## config.mk

```make
export PLATFORM = sky130hd
export DESIGN_NAME = mem_access_unit_flat
export DESIGN_NICKNAME = d
export VERILOG_FILES = /design/src/rtl/mem_access_unit_if.sv /design/src/rtl/mem_access_unit.sv /design/src/flat_wrapper.sv
export SDC_FILE = /design/constraint.sdc
export NUM_CORES = 1
export LEC_CHECK = 0
export CAP_MARGIN = 15
export CORE_ASPECT_RATIO = 0.6
export CORE_MARGIN = 3
export CORE_UTILIZATION = 47
export CTS_BUF_LIST = sky130_fd_sc_hd__clkbuf_16
export DETAILED_ROUTE_END_ITERATION = 12
export MAX_ROUTING_LAYER = met4
export PLACE_DENSITY = 0.81
export SLEW_MARGIN = 10
export SYNTH_ARGS = -nofsm -noshare
export SYNTH_HDL_FRONTEND = slang
export SYNTH_SLANG_ARGS = --single-unit
```

## constraint.sdc

```tcl
create_clock -name CLK -period 5.3 [get_ports CLK]
set_input_delay 1.06 -clock CLK [delete_from_list [all_inputs] [get_ports CLK]]
set_output_delay 1.06 -clock CLK [all_outputs]
set_load 0.005 [all_outputs]
```

## src/rtl/mem_access_unit_if.sv

```systemverilog
// Request/response and data-memory signals of mem_access_unit.
// master: CPU control plus memory model; slave: the sequencer.
interface mem_access_unit_if;
  logic        Start;
  logic        Write;
  logic [1:0]  Size;
  logic        Signed;
  logic [31:0] Addr;
  logic [31:0] WData;
  logic        Busy;
  logic        Done;
  logic        Fault;
  logic [31:0] LoadData;
  logic        RD;
  logic        WR;
  logic [31:0] DAddr;
  logic [31:0] DataIn;
  logic [31:0] DataOut;

  modport master (
    output Start, Write, Size, Signed, Addr, WData, DataOut,
    input  Busy, Done, Fault, LoadData, RD, WR, DAddr, DataIn
  );

  modport slave (
    input  Start, Write, Size, Signed, Addr, WData, DataOut,
    output Busy, Done, Fault, LoadData, RD, WR, DAddr, DataIn
  );
endinterface

```

## src/rtl/mem_access_unit.sv

```systemverilog
// Big-endian load/store sequencer: RMW sub-word stores, extended loads.
// Optional MEM_ALIGN_CHECK_EN faults misaligned halfword/word requests.
module mem_access_unit (
  input logic CLK,
  input logic Reset,
  mem_access_unit_if.slave bus
);

  typedef enum logic [1:0] {
    IDLE,
    READ,
    WRITE,
    DONE
  } state_e;

  state_e      state_q, state_d;
  logic        write_q, write_d;
  logic [1:0]  size_q, size_d;
  logic        sgn_q, sgn_d;
  logic [1:0]  off_q, off_d;
  logic [15:0] wdata_q, wdata_d;
  logic        fault_q, fault_d;
  logic [31:0] load_data_q, load_data_d;
  logic        rd_n_q, rd_n_d;
  logic        wr_n_q, wr_n_d;
  logic [31:0] daddr_q, daddr_d;
  logic [31:0] data_in_q, data_in_d;

  logic        req_fault;
  logic [4:0]  bshift;
  logic [4:0]  hshift;
  logic [31:0] sh_b;
  logic [31:0] sh_h;
  logic [7:0]  lane_b;
  logic [15:0] lane_h;
  logic [31:0] ext;
  logic [31:0] merged;

  always_comb begin
    req_fault = (bus.Size == 2'b11);
`ifdef MEM_ALIGN_CHECK_EN
    if (bus.Size == 2'b01 && bus.Addr[0])
      req_fault = 1'b1;
    if (bus.Size == 2'b10 && bus.Addr[1:0] != 2'b00)
      req_fault = 1'b1;
`endif
  end

  // Lane 0 is the most significant byte.
  assign bshift = {~off_q, 3'b000};
  assign hshift = {~off_q[1], 4'b0000};
  assign sh_b   = bus.DataOut >> bshift;
  assign sh_h   = bus.DataOut >> hshift;
  assign lane_b = sh_b[7:0];
  assign lane_h = sh_h[15:0];

  always_comb begin
    case (size_q)
      2'b00:   ext = {{24{sgn_q & lane_b[7]}}, lane_b};
      2'b01:   ext = {{16{sgn_q & lane_h[15]}}, lane_h};
      default: ext = bus.DataOut;
    endcase
  end

  always_comb begin
    if (size_q == 2'b00)
      merged = (bus.DataOut & ~(32'h0000_00ff << bshift))
             | ({24'b0, wdata_q[7:0]} << bshift);
    else
      merged = (bus.DataOut & ~(32'h0000_ffff << hshift))
             | ({16'b0, wdata_q} << hshift);
  end

  always_comb begin
    state_d     = state_q;
    write_d     = write_q;
    size_d      = size_q;
    sgn_d       = sgn_q;
    off_d       = off_q;
    wdata_d     = wdata_q;
    fault_d     = fault_q;
    load_data_d = load_data_q;
    rd_n_d      = rd_n_q;
    wr_n_d      = wr_n_q;
    daddr_d     = daddr_q;
    data_in_d   = data_in_q;
    unique case (state_q)
      IDLE: begin
        if (bus.Start) begin
          write_d = bus.Write;
          size_d  = bus.Size;
          sgn_d   = bus.Signed;
          off_d   = bus.Addr[1:0];
          wdata_d = bus.WData[15:0];
          daddr_d = {bus.Addr[31:2], 2'b00};
          fault_d = 1'b0;
          if (req_fault) begin
            state_d = DONE;
            fault_d = 1'b1;
          end else if (!bus.Write) begin
            state_d = READ;
            rd_n_d  = 1'b0;
          end else if (bus.Size == 2'b10) begin
            state_d   = WRITE;
            wr_n_d    = 1'b0;
            data_in_d = bus.WData;
          end else begin
            state_d = READ;
            rd_n_d  = 1'b0;
          end
        end
      end
      READ: begin
        rd_n_d = 1'b1;
        if (write_q) begin
          state_d   = WRITE;
          wr_n_d    = 1'b0;
          data_in_d = merged;
        end else begin
          state_d     = DONE;
          load_data_d = ext;
        end
      end
      WRITE: begin
        wr_n_d  = 1'b1;
        state_d = DONE;
      end
      DONE: begin
        fault_d = 1'b0;
        state_d = IDLE;
      end
    endcase
  end

  always_ff @(posedge CLK or posedge Reset) begin
    if (Reset) begin
      state_q     <= IDLE;
      write_q     <= 1'b0;
      size_q      <= 2'b00;
      sgn_q       <= 1'b0;
      off_q       <= 2'b00;
      wdata_q     <= 16'h0;
      fault_q     <= 1'b0;
      load_data_q <= 32'h0;
      rd_n_q      <= 1'b1;
      wr_n_q      <= 1'b1;
      daddr_q     <= 32'h0;
      data_in_q   <= 32'h0;
    end else begin
      state_q     <= state_d;
      write_q     <= write_d;
      size_q      <= size_d;
      sgn_q       <= sgn_d;
      off_q       <= off_d;
      wdata_q     <= wdata_d;
      fault_q     <= fault_d;
      load_data_q <= load_data_d;
      rd_n_q      <= rd_n_d;
      wr_n_q      <= wr_n_d;
      daddr_q     <= daddr_d;
      data_in_q   <= data_in_d;
    end
  end

  assign bus.Busy     = (state_q != IDLE);
  assign bus.Done     = (state_q == DONE);
  assign bus.Fault    = fault_q & (state_q == DONE);
  assign bus.LoadData = load_data_q;
  assign bus.RD       = rd_n_q;
  assign bus.WR       = wr_n_q;
  assign bus.DAddr    = daddr_q;
  assign bus.DataIn   = data_in_q;

endmodule

```

## src/flat_wrapper.sv

```systemverilog
// flat-port wrapper written by rule: the top's interface ports become plain ports
module mem_access_unit_flat 
  (CLK, Reset, bus_Start, bus_Write, bus_Size, bus_Signed, bus_Addr, bus_WData, bus_DataOut, bus_Busy, bus_Done, bus_Fault, bus_LoadData, bus_RD, bus_WR, bus_DAddr, bus_DataIn);
  mem_access_unit_if bus_i ();
  input logic CLK;
  input logic Reset;
  input wire logic [$bits(bus_i.Start)-1:0] bus_Start;
  input wire logic [$bits(bus_i.Write)-1:0] bus_Write;
  input wire logic [$bits(bus_i.Size)-1:0] bus_Size;
  input wire logic [$bits(bus_i.Signed)-1:0] bus_Signed;
  input wire logic [$bits(bus_i.Addr)-1:0] bus_Addr;
  input wire logic [$bits(bus_i.WData)-1:0] bus_WData;
  input wire logic [$bits(bus_i.DataOut)-1:0] bus_DataOut;
  output wire logic [$bits(bus_i.Busy)-1:0] bus_Busy;
  output wire logic [$bits(bus_i.Done)-1:0] bus_Done;
  output wire logic [$bits(bus_i.Fault)-1:0] bus_Fault;
  output wire logic [$bits(bus_i.LoadData)-1:0] bus_LoadData;
  output wire logic [$bits(bus_i.RD)-1:0] bus_RD;
  output wire logic [$bits(bus_i.WR)-1:0] bus_WR;
  output wire logic [$bits(bus_i.DAddr)-1:0] bus_DAddr;
  output wire logic [$bits(bus_i.DataIn)-1:0] bus_DataIn;
  assign bus_i.Start = bus_Start;
  assign bus_i.Write = bus_Write;
  assign bus_i.Size = bus_Size;
  assign bus_i.Signed = bus_Signed;
  assign bus_i.Addr = bus_Addr;
  assign bus_i.WData = bus_WData;
  assign bus_i.DataOut = bus_DataOut;
  assign bus_Busy = bus_i.Busy;
  assign bus_Done = bus_i.Done;
  assign bus_Fault = bus_i.Fault;
  assign bus_LoadData = bus_i.LoadData;
  assign bus_RD = bus_i.RD;
  assign bus_WR = bus_i.WR;
  assign bus_DAddr = bus_i.DAddr;
  assign bus_DataIn = bus_i.DataIn;
  mem_access_unit u_core (.CLK(CLK), .Reset(Reset), .bus(bus_i));
endmodule
```

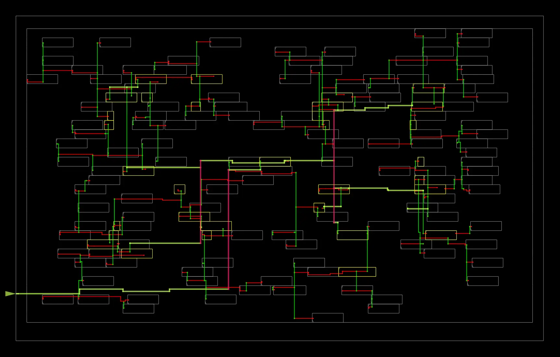
Figure 1: clock nets.
sequential cells: 121
number of clock buffers in the layout: 17
clk latency late pin: 0.41 ns
CTS sink count: 121
setup skew after layout: 0.00529 ns

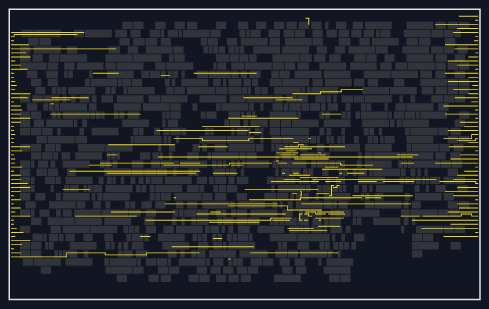
Figure 2: metal 3.
Scale: 3 px per um. Cells faint in the background.
- wire length on this layer: 1,960 um
- share of all routed wire: 9.8%
- longest straight run: 84.6 um
- main direction: horizontal
- nets with wire on the layer: 177
total via count in the routed design: 5,770
met3 routing resource usage after global routing: 0.0741
final routed wirelength across all metal layers: 20,000 um

==> summary.txt <==
Observations from the implementation run.

Status:
- The run finished with clean final reports.

Worst setup path:
- The cell family contributing the most delay on the critical path is buffers and inverters.
- The run gives the required time at the worst-slack endpoint as around 4.2 ns.
- The run gives the start of the worst register-to-register path as u_core.state_q[1]$_DFFE_PP0P_.
- Following the worst setup path forward leads to its endpoint at bus_Busy.
- The run gives the class of the most critical setup path as flip-flop to output port.
- The run puts the sum of buffers and inverters on the critical path at 3.
- The run gives the maximum fanout along the worst path as 10.
- The report puts the cell count of the worst reg-to-reg path at 7.
- The worst setup path is launched from a flip-flop.
- STA classifies the critical path endpoint as an output port.
- The run puts the data arrival time of the worst path at 1.93 ns.
- The largest individual stage delay along the critical path comes from the cell clkdlybuf4s50_1.
- The most critical setup path has its startpoint at u_core.state_q[1]$_DFFE_PP0P_.
- The setup check on the worst reg-to-reg path leaves a slack of roughly 2.4 ns.
- The run gives the cell repeated most along the worst path as inv_1.
- The longest incremental delay of any stage on the critical path is reported as 0.45 ns.
- In this run the number of cells on the critical path is 4.

Placed design:
- The run gives the worst setup slack after placement as 2.22 ns.
- The run puts the tally of buffers added on design ports at approximately 200.
- The run puts the post-placement cell area at about 8400 um^2.
- The run gives the count of placed standard cells including taps as about 980.

Clock tree:
- In this run the number of H-tree levels came out at 4.
- The run gives the maximum count of clock buffers along a single path as 2.
- The run gives the TritonCTS buffer count as 17.
- Hold repair after CTS inserted 0 buffers.
- The run puts the post-cts gate resize count at 0.
- TritonCTS built the clock tree.
- Looking at the clock tree report, the root buffer type is clkbuf_16.
- The run gives the number of post-CTS setup repair buffers as 0.
- The run puts the clock slew seen by the registers of the worst setup and hold paths at roughly 0.060 ns.

Finish:
- The run gives the area growth from synthesis to layout as 40.4%.
- The run puts the fill cell total of the finished layout at approximately 1k.
- The run gives the fraction of area in multi-input gates as 0.326.
- Looking at the area split, the leading class of cells is sequential cells.
- Ranking logic cells in the layout by count gives the top entries 201 x clkdlybuf4s50_1, 118 x dfrtp_1, 75 x o21ai_0, 69 x nand2_1, 66 x mux2_2.
- The run gives the most frequently placed logic cell in the final layout as clkdlybuf4s50_1.
- Per the layout area report, the combinational gate area comes to 2920 um^2.
- The run gives the finished layout cell area as 8960 um^2.
- The run puts the relative area of non-clock buffer cells in the final design at 0.232.
- The run puts the clock network area share at 0.0617.
- The run puts the inverter count at between 40 and 50.
- The layout summary lists the proportion of cells stronger than drive strength 1 as 0.146.
- The run puts the number of buffers other than clock buffers in the final layout at ~210.
- For this run, the post-layout net count is between 900 and 1k.
- The run gives the total number of multi-input combinational cells as 432.
- The run gives the number of standard cells in the layout, taps in and fillers out as a little over 1k.

Drt:
- In this run, the number of DRC markers left after iteration 0 of detailed routing was between 700 and 800.
- The run gives the detail-routed via count per cell as roughly 5.7.
- The run gives the post-detailed-route DRC marker count as 0.
- The run gives the first-pass iteration count of the detailed router as 6.
- The run gives the remaining antenna violation count as 0.
- The run puts the sum of met3 wire segment lengths after detailed routing at between 1500 and 2000 um.
- The run puts the met2 wirelength from detailed routing at approximately 8600 um.
- The highest layer touched by signal routing is met4.

Final timing:
- Setup repair after global routing left no endpoint under its margin.
- Per the timing report, the achievable frequency comes out to 0.334 GHz.
- The run gives the max-slew violation total from the final report as 0.
- The run gives the worst-case hold slack as 0.486 ns.
- The run puts the final critical-path required period at roughly 3 ns.
- Once routing completed, OpenROAD measured the worst setup slack at around 2.3 ns.
- The run gives the transition time of the tightest slew-check pin as 1.12 ns.
- The run gives the total count of hold-check failures in the final report as 0.
- The final layout reports a setup TNS of 0 ns.
- The run gives the ratio of final minimum period to clock period as 0.564.
- The run gives the total of endpoints with negative setup slack in the final report as 0.

Global route:
- The run puts the met1 global-route usage at 0.405.
- The run gives the largest net degree at the start of global routing as roughly 70.
- The first global-routing pass estimated a little over 30,000 um of wire.
- The run gives the busiest layer in global routing as met1.
- The run gives the number of global-route vias before repair as about 5.5k.
- The run puts the total grt overflow at 0.
- The run gives the met2 usage as 0.375.

Floorplan:
- The run gives the vertical die dimension as ~96 um.
- During tapcell insertion the tool placed roughly 170 well taps.
- The run puts the core utilization at floorplan at 0.489.
- The run gives the top-level port count as approximately 200.
- The run gives the chip footprint as 15,100 um^2.

Run:
- The report counts max-capacitance violations totalling 0.
- The run puts the OpenROAD warning count at 30.

Synthesis:
- The run gives the number of flops mapped to enable cells by yosys as 0.
- The run puts the flip-flop and latch count after synthesis at around 120.
- In this run, the synthesized area fraction spent on adder and majority cells is recorded as 0.00981.
- The run gives the simple-gate portion of the synthesized area as 0.0896.
- The run gives the synthesized instance count as around 650.
- The run puts the mean instance size in the synthesized netlist at roughly 9.9 um^2.
- Yosys reported that registers with async set or reset make up 1.00.
- The run gives the XOR/XNOR share of the synthesized area as 0.
- By area the synthesized netlist is led by dfrtp_1 47%, mux2_2 12%, o21ai_0 5.9%.
- The synthesis stats list as the most numerous cell dfrtp_1.
- The run gives the aoi/oai-family share of the synthesized area as 0.201.
- The run puts the count of warnings emitted by yosys at 0.
- According to the Yosys statistics, the synthesized design has a chip area of 6380 um^2.
- The run puts the fraction of the yosys area taken by sequential cells at 0.475.
- The run gives the prevailing post-synth register cell as dfrtp_1.
- In the synthesized netlist, the cells that appear most often are 119 x dfrtp_1, 75 x o21ai_0, 70 x nand2_1.
- The run puts the area share of the leading cell type in the synthesized netlist at 0.467.

Pwr:
- The run gives the power density normalized to cell area as 646 nW/um^2.
- The run puts the total power at ~5.8 mW.
- The script computed the net switching share of total power as 0.383.
- The flow reports power dissipated in sequential cells as 1.82 mW.
- The flow reports power dissipated in the clock network as approximately 1.1 mW.
- The run gives the power share of the sequential group as 0.315.
- The run gives the power group with the largest share as combinational cells.
- The run puts the combinational fraction of design power at 0.499.
- The power report puts the leakage power at about 3.8 nW.
- The share of total power dissipated in the clock network is 0.187.
- The run gives the highest ir drop seen on vdd as about 0.33 mV.
- The run puts the combinational logic power at 2.89 mW.

Min path:
- The number of cells on the worst hold path is listed as 2.
- In the hold report, the worst path ends at u_core.fault_q$_DFFE_PP0P_.
- The run gives the class of the most critical hold timing path as flip-flop to flip-flop.
- The run gives the startpoint of the lowest-slack hold path as u_core.fault_q$_DFFE_PP0P_.
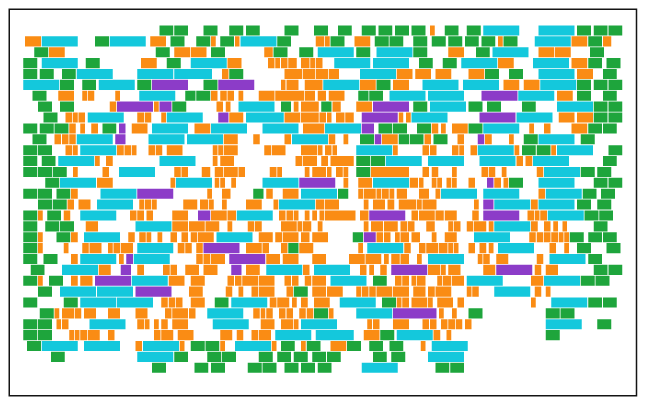
Figure 3: placement by cell class.
Scale: 4 px per um.
- remaining buffers and delay cells: green (cells 210)
- clock drivers and dummy loads: purple (cells 32)
- registers: cyan (cells 121)
- remaining logic cells: orange (cells 475)
register share of the cell area: 0.338
placeable core region: 13,100 um^2
utilization after layout: 0.686
Row Count: 32

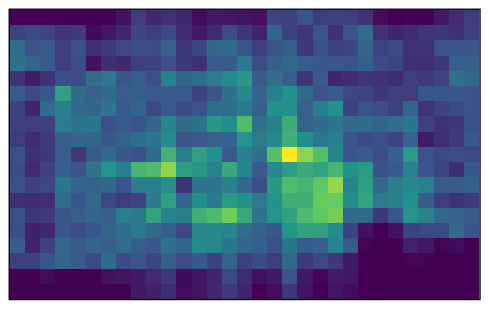
Figure 4: wire density map.
Scale: 3 px per um. The die is cut into 31 by 19 equal tiles; dark purple is low, yellow is high, scaled to the fullest tile. Values are wire area over tile area, all layers added.
- densest ninth of the die: centre
- mean over tiles: 0.22
- tiles over half the peak: 10%
- fullest tile: 0.81
- emptiest ninth of the die: south-east
global router's overall resource usage: 0.274
final routed wire length divided by cell count: 19.8 um

Power figures rest on the tool's default switching activity, not on a simulated workload.
